Run 1, routing congestion map:
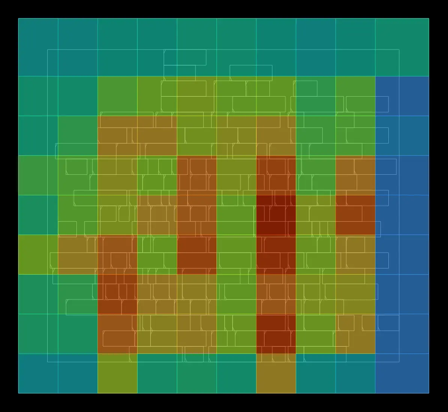
Run 1, where the registers sit:
Other sequential cells in the stronger gray, the rest of the logic in the fainter gray.
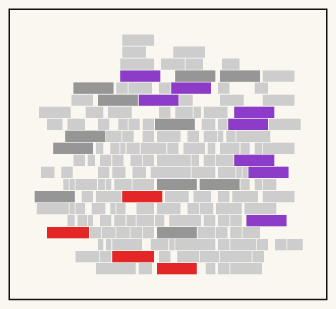
Run 1, clock network drawn from the DEF:
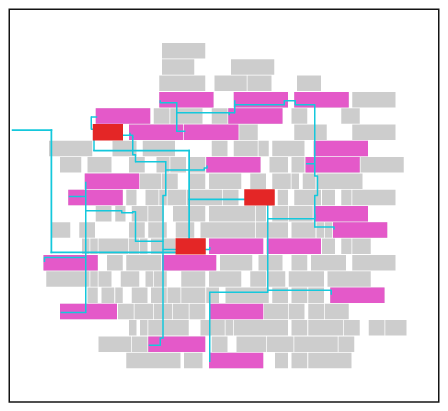
**src/rtl/tdm_demux_8.sv**
```systemverilog
// TDM receive demux: serial slot stream to 8 parallel channels.
// Define TDM_PARITY_EN for 9-slot frames with an even-parity slot.
module tdm_demux_8 #(
  parameter int W = 1
) (
  input  logic           clk,
  input  logic           rst_n,
  input  logic [W-1:0]   din,
  input  logic           din_valid,
  input  logic           sof,
  output logic [8*W-1:0] y,
  output logic           frame_valid,
  output logic           frame_err,
  output logic [2:0]     slot
);

`ifdef TDM_PARITY_EN
  localparam logic [3:0] LAST = 4'd8;
`else
  localparam logic [3:0] LAST = 4'd7;
`endif

  typedef enum logic {HUNT, RUN} state_t;

  state_t         state;
  logic [3:0]     cnt;
  logic [3:0]     wr_idx;
  logic [8*W-1:0] shadow;
  logic [8*W-1:0] shadow_nxt;
  logic           early;

  // An sof beat always lands in slot 0, whatever the count says.
  assign wr_idx = sof ? 4'd0 : cnt;
  assign early  = (state == RUN) && sof && (cnt != 4'd0);
  assign slot   = (cnt == 4'd8) ? 3'd0 : cnt[2:0];

  always_comb begin
    shadow_nxt = shadow;
    for (int k = 0; k < 8; k++) begin
      if (wr_idx == 4'(k)) shadow_nxt[k*W +: W] = din;
    end
  end

  always_ff @(posedge clk or negedge rst_n) begin
    if (!rst_n) begin
      state       <= HUNT;
      cnt         <= 4'd0;
      shadow      <= '0;
      y           <= '0;
      frame_valid <= 1'b0;
      frame_err   <= 1'b0;
    end else begin
      frame_valid <= 1'b0;
      frame_err   <= 1'b0;
      if (din_valid) begin
        if (state == HUNT) begin
          if (sof) begin
            shadow <= shadow_nxt;
            cnt    <= 4'd1;
            state  <= RUN;
          end
        end else if (early) begin
          frame_err <= 1'b1;
          shadow    <= shadow_nxt;
          cnt       <= 4'd1;
        end else if (cnt == LAST) begin
          cnt <= 4'd0;
`ifdef TDM_PARITY_EN
          if ((^shadow) == din[0]) begin
            y           <= shadow;
            frame_valid <= 1'b1;
          end else begin
            frame_err <= 1'b1;
          end
`else
          shadow      <= shadow_nxt;
          y           <= shadow_nxt;
          frame_valid <= 1'b1;
`endif
        end else begin
          shadow <= shadow_nxt;
          cnt    <= cnt + 4'd1;
        end
      end
    end
  end

endmodule

```
**config.mk**
```make
export PLATFORM = sky130hd
export DESIGN_NAME = tdm_demux_8
export DESIGN_NICKNAME = d
export VERILOG_FILES = /design/src/rtl/tdm_demux_8.sv
export SDC_FILE = /design/constraint.sdc
export NUM_CORES = 1
export LEC_CHECK = 0
export CAP_MARGIN = 20
export CELL_PAD_IN_SITES_DETAIL_PLACEMENT = 0
export CELL_PAD_IN_SITES_GLOBAL_PLACEMENT = 1
export CORE_ASPECT_RATIO = 0.9
export CORE_MARGIN = 5
export CORE_UTILIZATION = 38
export DETAILED_ROUTE_END_ITERATION = 6
export PLACE_DENSITY = 0.84
export SETUP_SLACK_MARGIN = 0.05
export SLEW_MARGIN = 10
export SYNTH_ARGS = -nofsm -noshare
export SYNTH_HDL_FRONTEND = slang
export SYNTH_SLANG_ARGS = --single-unit
```
**constraint.sdc**
```tcl
create_clock -name clk -period 1.5 [get_ports clk]
set_input_delay 0.3 -clock clk [delete_from_list [all_inputs] [get_ports clk]]
set_output_delay 0.3 -clock clk [all_outputs]
set_load 0.05 [all_outputs]
```
==> impl_metrics.ini <==
; synthesis and place-and-route metrics
[status]
status = finished, violations left
violations = setup timing

[pwr]
switching_share_pct = 41.6
seqPwrFrac_pct = 25.0
finalPower_mw = 4.35

[global_routing]
use_met3_pct = 3.98
grt_util_met1_pct = 20.6

[job]
warning_count = 30

[logic_synthesis]
synth.avg_cell_area_sq_um = 10.7
synth_area_sq_um = 1290
ff_type = dfrtp_1
ys_top_cells_by_count = 23 x dfrtp_1, 8 x mux2_2

[final_layout]
fin_cells = 214
flops = 23
fill_cells = 245

[setup_path]
crit_required_ps = 1200
worstReg2RegEnd = y[0]

[floorplan]
coreArea_sq_um = 3330

[place]
place_area_sq_um = 1820

[final_timing]
setup-violations-final = 15
worst_slack_ps = -250
About 'routing congestion map':
DR WL/cell: 16.7 um
GRT met2 Usage: 25.7%

About 'where the registers sit':
- red: `cnt` (placed flops 4; where south)
- purple: `y` (placed flops 8)
- not colored: 11
register area: 578 sq um
Post-Route Utilization: 65.0%
Seq. pwr: 1.09 mW

About 'clock network drawn from the DEF':
- red: clock-net drivers (count 3)
- cyan: clock wires (length 337 um)
- magenta: flip-flops (count 23)
- routed clock nets: 4

Power figures rest on the tool's default switching activity, not on a simulated workload.
